Fig. 1: run 1, the metal 1 layer
Supply wires on this layer in grey.
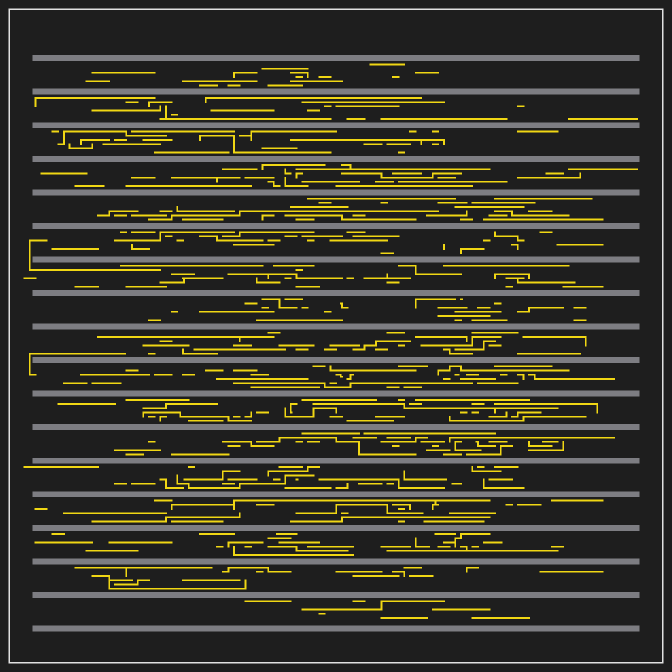
Fig. 2: run 1, cell area per tile
11 x 11 tiles, from white (low) to dark blue (high), 0 to 100% covered.
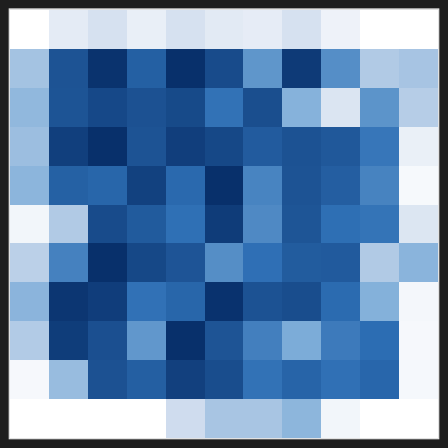
Fig. 3: run 1, routing congestion map
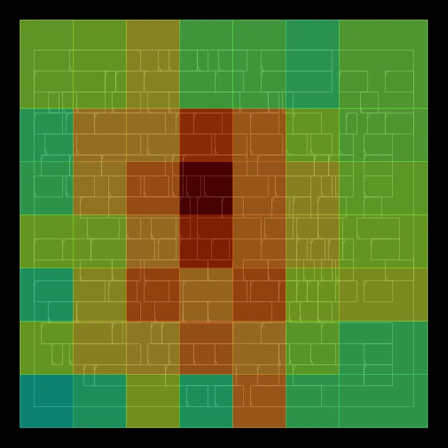
$ cat config.mk
export PLATFORM = sky130hd
export DESIGN_NAME = reg_file_ops_flat
export DESIGN_NICKNAME = d
export VERILOG_FILES = /design/src/rtl/reg_file_ops_if.sv /design/src/rtl/reg_file_ops.sv /design/src/flat_wrapper.sv
export SDC_FILE = /design/constraint.sdc
export NUM_CORES = 1
export LEC_CHECK = 0
export CORE_MARGIN = 1.5
export CORE_UTILIZATION = 56
export DETAILED_ROUTE_END_ITERATION = 12
export PLACE_DENSITY_LB_ADDON = 0.08
export SYNTH_ARGS = -nofsm -noshare
export SYNTH_HDL_FRONTEND = slang
export SYNTH_SLANG_ARGS = --single-unit
$ cat constraint.sdc
create_clock -name clk -period 9.24 [get_ports clk]
set_input_delay 1.848 -clock clk [delete_from_list [all_inputs] [get_ports clk]]
set_output_delay 1.848 -clock clk [all_outputs]
set_load 0.01 [all_outputs]
$ cat src/rtl/reg_file_ops_if.sv
// Bus bundle for reg_file_ops: write-port controls, two read ports and the carry flag.
// The master drives controls and addresses; the register file returns read data and carry.
interface reg_file_ops_if #(
    parameter int W  = 4,
    parameter int AW = 2
);
    logic          clear;
    logic          write_enable;
    logic [1:0]    op;
    logic [AW-1:0] write_addr;
    logic [W-1:0]  write_data;
    logic [AW-1:0] read_addr_a;
    logic [AW-1:0] read_addr_b;
    logic [W-1:0]  read_data_a;
    logic [W-1:0]  read_data_b;
    logic          carry_out;

    modport master (
        output clear, write_enable, op, write_addr, write_data, read_addr_a, read_addr_b,
        input  read_data_a, read_data_b, carry_out
    );

    modport slave (
        input  clear, write_enable, op, write_addr, write_data, read_addr_a, read_addr_b,
        output read_data_a, read_data_b, carry_out
    );
endinterface

$ cat src/rtl/reg_file_ops.sv
// Register file with one operate-on-write port (LOAD/INC/DEC/SHL), two combinational
// read ports, optional write-to-read bypass and optional hardwired-zero word 0.
module reg_file_ops #(
    parameter int W         = 4,
    parameter int DEPTH     = 4,
    parameter int AW        = $clog2(DEPTH),
    parameter int BYPASS    = 1,
    parameter int ZERO_REG0 = 0
) (
    input  logic          clk,
    input  logic          reset,
    reg_file_ops_if.slave bus
);
    typedef enum logic [1:0] {
        OP_LOAD = 2'b00,
        OP_INC  = 2'b01,
        OP_DEC  = 2'b10,
        OP_SHL  = 2'b11
    } op_e;

    localparam logic [AW:0] LP_DEPTH = (AW+1)'(DEPTH);

    logic [W-1:0] r_mem [DEPTH];
    logic         r_carry;

    logic [W-1:0] w_cur;
    logic [W-1:0] w_rd_a;
    logic [W-1:0] w_rd_b;
    logic [W-1:0] w_nv;
    logic         w_carry;
    logic         w_eff;
    logic         w_byp_a;
    logic         w_byp_b;

    // Returns {flag, next word}; flag is carry for INC, borrow for DEC, shift-out for SHL.
    function automatic logic [W:0] f_apply(input logic [1:0] op,
                                           input logic [W-1:0] cur,
                                           input logic [W-1:0] din);
        logic [W:0] res;
        case (op_e'(op))
            OP_LOAD: res = {1'b0, din};
            OP_INC:  res = {&cur, cur + W'(1)};
            OP_DEC:  res = {~|cur, cur - W'(1)};
            default: res = {cur[W-1], cur[W-2:0], din[0]};
        endcase
        return res;
    endfunction

    // An address maps to a real, writable/readable word.
    function automatic logic f_addr_ok(input logic [AW-1:0] a);
        return ({1'b0, a} < LP_DEPTH) && !((ZERO_REG0 != 0) && (a == '0));
    endfunction

    always_comb begin
        w_cur  = '0;
        w_rd_a = '0;
        w_rd_b = '0;
        for (int i = 0; i < DEPTH; i++) begin
            if (bus.write_addr  == AW'(i)) w_cur  = r_mem[i];
            if (bus.read_addr_a == AW'(i)) w_rd_a = r_mem[i];
            if (bus.read_addr_b == AW'(i)) w_rd_b = r_mem[i];
        end
    end

    assign {w_carry, w_nv} = f_apply(bus.op, w_cur, bus.write_data);

    // No write takes effect while reset is held, so bypass cannot leak a value either.
    assign w_eff = reset & ~bus.clear & bus.write_enable & f_addr_ok(bus.write_addr);

    assign w_byp_a = (BYPASS != 0) && w_eff && (bus.write_addr == bus.read_addr_a);
    assign w_byp_b = (BYPASS != 0) && w_eff && (bus.write_addr == bus.read_addr_b);

    assign bus.read_data_a = w_byp_a ? w_nv : (f_addr_ok(bus.read_addr_a) ? w_rd_a : '0);
    assign bus.read_data_b = w_byp_b ? w_nv : (f_addr_ok(bus.read_addr_b) ? w_rd_b : '0);
    assign bus.carry_out   = r_carry;

    always_ff @(posedge clk or negedge reset) begin
        if (!reset) begin
            for (int i = 0; i < DEPTH; i++) r_mem[i] <= '0;
            r_carry <= 1'b0;
        end else if (bus.clear) begin
            for (int i = 0; i < DEPTH; i++) r_mem[i] <= '0;
            r_carry <= 1'b0;
        end else if (w_eff) begin
            for (int i = 0; i < DEPTH; i++) begin
                if (bus.write_addr == AW'(i)) r_mem[i] <= w_nv;
            end
            r_carry <= w_carry;
        end
    end
endmodule

$ cat src/flat_wrapper.sv
// flat-port wrapper written by rule: the top's interface ports become plain ports
module reg_file_ops_flat 
#(
    parameter int W         = 4,
    parameter int DEPTH     = 4,
    parameter int AW        = $clog2(DEPTH),
    parameter int BYPASS    = 1,
    parameter int ZERO_REG0 = 0
)
  (clk, reset, bus_clear, bus_write_enable, bus_op, bus_write_addr, bus_write_data, bus_read_addr_a, bus_read_addr_b, bus_read_data_a, bus_read_data_b, bus_carry_out);
  reg_file_ops_if #(.W(W), .AW(AW)) bus_i ();
  input  logic clk;
  input  logic reset;
  input wire logic [$bits(bus_i.clear)-1:0] bus_clear;
  input wire logic [$bits(bus_i.write_enable)-1:0] bus_write_enable;
  input wire logic [$bits(bus_i.op)-1:0] bus_op;
  input wire logic [$bits(bus_i.write_addr)-1:0] bus_write_addr;
  input wire logic [$bits(bus_i.write_data)-1:0] bus_write_data;
  input wire logic [$bits(bus_i.read_addr_a)-1:0] bus_read_addr_a;
  input wire logic [$bits(bus_i.read_addr_b)-1:0] bus_read_addr_b;
  output wire logic [$bits(bus_i.read_data_a)-1:0] bus_read_data_a;
  output wire logic [$bits(bus_i.read_data_b)-1:0] bus_read_data_b;
  output wire logic [$bits(bus_i.carry_out)-1:0] bus_carry_out;
  assign bus_i.clear = bus_clear;
  assign bus_i.write_enable = bus_write_enable;
  assign bus_i.op = bus_op;
  assign bus_i.write_addr = bus_write_addr;
  assign bus_i.write_data = bus_write_data;
  assign bus_i.read_addr_a = bus_read_addr_a;
  assign bus_i.read_addr_b = bus_read_addr_b;
  assign bus_read_data_a = bus_i.read_data_a;
  assign bus_read_data_b = bus_i.read_data_b;
  assign bus_carry_out = bus_i.carry_out;
  reg_file_ops #(.W(W), .DEPTH(DEPTH), .AW(AW), .BYPASS(BYPASS), .ZERO_REG0(ZERO_REG0)) u_core (.clk(clk), .reset(reset), .bus(bus_i));
endmodule
==> job_summary.md, run 1 <==
## PnR job results

| Metric | Value |
|---|---|
| Status | finished clean |
| Cell area power density | 97.8 mW/mm^2 |
| Fmax | around 140 MHz |
| RSZ-0062 raised after global routing | false |
| Die span in x | 52.9 um |
| CTS tree | yes |
| Syn avg cell area | 10.9 um^2 |
| Initial antenna violation count | 0 |
| Chip Area | 0.00279 mm^2 |
| Pins over their slew limit | 0 |
| Most frequent logic cell in the layout | clkdlybuf4s50_1 |
| Post-CTS Setup Inserts | 0 |
| Reg2reg setup slack | between 6 and 7 ns |
| Via count | ~1200 |
| Final Critical Period | slightly above 7 ns |
| Number of enable flip-flop cells | 0 |
| Placed inst area | 0.00163 mm^2 |
| Post-synthesis cell count | approximately 130 |
| I/O pin total | 25 |
| Yosys top cell by area | dfrtp_1 |
| Max FFs per register | 16 |
| GP Congestion | 0.811 |
| Met3 WL | between 200 and 300 um |
| Top cells by count | dfrtp_1 (17), mux2i_1 (15), nor2_1 (13) |
| Top comb family, area | multiplexers |
| Synth flops | 17 |
| Stages on the worst setup path | 9 |
| DR pass1 iterations | 4 |
| Finished Layout Cells | ~180 |
| Seq. pwr | around 0.078 mW |
| P&R area growth vs syn | 18.7% |
| Global-route wire length before repair | approximately 5300 um |
| GRT overflow | 0 |
| Tool warnings | 26 |
| Top pwr grp | registers |
| Worst reg2reg path depth | 7 |
| Worst r2r src | u_core.r_mem[2] |
| Synth Cell Area | 0.00139 mm^2 |
| Design area | 0.00165 mm^2 |
| Pleak | approximately 0.75 nW |
| Antenna Nets Post-Route | 0 |
| Final worst-path cycle share | 77.3% |
| Share of cells above drive strength 1 | 15.0% |
| # clk buffers | 4 |
| Inverter count | 3 |
| Pin count of the biggest net entering global routing | 25 |
| Final HPWL DP | between 2000 and 2500 um |
| Die Y-Extent | 52.9 um |
| Yosys top cell by instances | dfrtp_1 |
| Top cell category | logic gates |
| Core area | 0.00228 mm^2 |
| Psw | a little under 0.05 mW |
| Reg2Reg Capture Point | u_core.r_mem[11] |
| Arrival time worst endpoint | between 5 and 6 ns |
| Mux cell area share | 36.1% |
| Critical path fanouts, max | 10 |
| Clk tree area frac | under 10% |
| Top cells, area | dfrtp_1 (31%), mux4_2 (19%), mux2i_1 (11%), mux2_2 (4.9%), xor2_1 (3.8%) |
| Yosys top cell area share | between 30% and 40% |
| Biggest register | u_core.r_mem |
| Starting DRT DRC Count | 49 |
| Crit path top cell by count | clkdlybuf4s50_1 |
| Num rows | 17 |
| Slowest CP cell | clkdlybuf4s50_1 |
| Cell total in the yosys stat output | 128 |
| Flop area | 425 um^2 |
| Syn nets | between 100 and 150 |
| Min-Delay Path Class | register to register |
| PortBufs | 24 |
Notes on Fig. 1 above:
wire length on this layer	1370 um
share of all routed wire	43%
main direction	horizontal
nets with wire on the layer	139

Notes on Fig. 2 above:
fullest tile	100%
densest ninth of the die	centre
nearly empty tiles	7.4%
mean over tiles	58%
tiles over 75% full	44%

Notes on Fig. 3 above:
GRT busiest layer: met2
M2 GR Usage: 44.6%
grt met3 use: 3.67%
GRT Total Usage: 26.7%

[run 1: worst max-delay path by stage]
stage / to / slack (ns) / startpoint
floorplan: bus_read_data_a[3] / 3.44 / bus_write_addr[1]
global placement: bus_read_data_b[3] / 2.14 / bus_write_addr[0]
detailed placement: bus_read_data_b[3] / 2.10 / bus_write_addr[0]
CTS: bus_read_data_b[3] / 2.10 / bus_write_addr[0]
global route: bus_read_data_a[2] / 1.88 / reset
finish: bus_read_data_b[3] / 2.10 / bus_write_addr[0]
[run 1: worst register-to-register path, stage by stage, from the launching register on]
cell     delay (ns)
dfrtp_1        0.42
mux4_2         0.53
ha_1           0.35
a21o_1         0.20
a31oi_1        0.18
xor2_1         0.20
mux2_4         0.36
o41ai_1        0.35
==> run 2: changes to the inputs <==
CORE_ASPECT_RATIO = 2   (was unset)
CORE_UTILIZATION = 47   (was 56)
clock period = 6.4 ns   (was 9.24 ns; I/O delays follow)
Fig. 4: run 2, placement by cell class
Bar = 10 um. Fill, decap, tap and diode cells in grey.
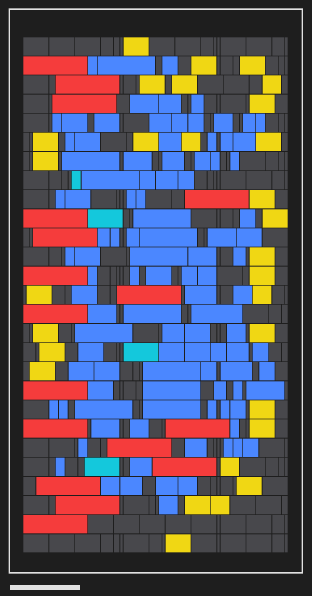
colour	class	cells	share of their area
yellow	other buffers and delay cells	29	17%
red	flops	17	25%
blue	combinational and other logic	102	55%
cyan	clock drivers and dummy loads	4	2.7%

==> job_summary.md, run 2 <==
## PnR job results

| Metric | Value |
|---|---|
| Status | finished clean |
| Core area | 0.00277 mm^2 (+22%) |
| Top cells, area | dfrtp_1 (31%), mux4_2 (19%), mux2i_1 (11%), mux2_2 (4.9%), xor2_1 (3.8%) |
| Worst r2r src | u_core.r_mem[14] |
| P&R area growth vs syn | 22.8% |
| Worst Setup EP | bus_read_data_b[3] |
| Die Y-Extent | 80.0 um (+51%) |
| Psw | 0.0692 mW (+42%) |
| Max FFs per register | 16 (unchanged) |
| CP Launch Point | bus_write_addr[0] |
| GRT Total Usage | 23.8% (-2.9 points) |
| Num rows | 27 (+10) |
| Top pwr grp | registers |
| Finished Layout Cells | 181 (+3.4%) |
| Die span in x | 41.5 um (-22%) |
| DR pass1 iterations | 4 (unchanged) |
| Grt met3 use | 3.85% (+0.17 points) |
| GR Layer Usage met1 | 25.4% |
| I/O pin total | 25 (unchanged) |
| Cell total in the yosys stat output | 128 (unchanged) |
| Yosys simple share | 14.3% |
| Initial antenna violation count | 0 (unchanged) |
| Share of cells above drive strength 1 | 17.8% (+2.8 points) |
| Avg WL per Cell | 19.0 um |
| GRT overflow | 0 (unchanged) |
| Crit path top cell by count | clkdlybuf4s50_1 |
| Syn avg cell area | 10.9 um^2 (unchanged) |
| Synth flops | 17 (unchanged) |
| GP Congestion | 0.897 (+11%) |
| Placed inst area | 0.00167 mm^2 (+2.4%) |
| Internal power | 0.185 mW |
| Top comb family, area | multiplexers |
| Design area | 0.00171 mm^2 (+3.5%) |
| DRC violations left | 0 |
| Met3 WL | 144 um (-49%) |
| Min-Delay Path Class | register to register |
| Yosys top cell by area | dfrtp_1 |
| Reg2Reg Capture Point | u_core.r_mem[7] |
| Post-synthesis cell count | 128 (unchanged) |
| Seq. pwr | 0.112 mW (+44%) |
| Pleak | 0.786 nW (+4.3%) |
| Htree depth | 1 |
| PortBufs | 24 (unchanged) |
| Synth Cell Area | 0.00139 mm^2 (unchanged) |
| Top cells by count | dfrtp_1 (17), mux2i_1 (15), nor2_1 (13) |
| Final worst-path cycle share | 92.8% |
| Final Critical Period | 5.94 ns |
| Pins over their slew limit | 0 (unchanged) |
| DP Cell Count | about 180 |
| Synth cell types | 33 |
| Yosys top cell by instances | dfrtp_1 |
| Starting DRT DRC Count | 17 (-65%) |
| RSZ-0062 raised after global routing | false |
| Biggest register | u_core.r_mem |
| Reg2reg setup slack | 3.75 ns (-2.80 ns) |
| Syn nets | 147 (unchanged) |
| Tool warnings | 26 (unchanged) |
| Critical path fanouts, max | 10 (unchanged) |
| Fin util | 61.7% |
| GRT busiest layer | met2 |
| M2 GR Usage | 41.4% (-3.2 points) |
| Most frequent logic cell in the layout | clkdlybuf4s50_1 |
| Pin count of the biggest net entering global routing | 25 (unchanged) |
| Chip Area | 0.00332 mm^2 (+19%) |
| Fmax | ~170 MHz |
| Via count | 1143 (-3.9%) |
| CTS tree | yes |
| Worst reg2reg path depth | 7 (unchanged) |
| Yosys top cell area share | 30.5% (unchanged) |
| Stages on the worst setup path | 9 (unchanged) |
| Final WL | 3440 um |
| CTS Buf Count | 3 |
| Slowest CP cell | clkdlybuf4s50_1 |
| Mux cell area share | 36.1% (unchanged) |
| Post-CTS Setup Inserts | 0 (unchanged) |
| Number of enable flip-flop cells | 0 (unchanged) |
| Final HPWL DP | 2730 um (+14%) |
[run 2: area by class of cell]
class / instances / area [um^2]
Tap cell: 29 / 36.3
Sequential cell: 17 / 425
Multi-Input combinational cell: 99 / 915
Fill cell: 238 / 1060
Inverter: 3 / 11.3
Timing Repair Buffer: 29 / 278
Clock buffer: 4 / 45.0
[run 2: worst min path at each step]
stage                           startpoint               end  slack [ns]  depth (start not counted)
after detailed placement   u_core.r_mem[3]   u_core.r_mem[3]        0.54                          2
after global placement     u_core.r_mem[5]   u_core.r_mem[5]        0.54                          2
final                     u_core.r_mem[15]  u_core.r_mem[15]        0.56                          2
after CTS                  u_core.r_mem[3]   u_core.r_mem[3]        0.56                          2
after floorplan            u_core.r_mem[7]   u_core.r_mem[7]        0.50                          2
after global routing       u_core.r_mem[3]   u_core.r_mem[3]        0.59                          2
Power is estimated from default activity; no workload was simulated.
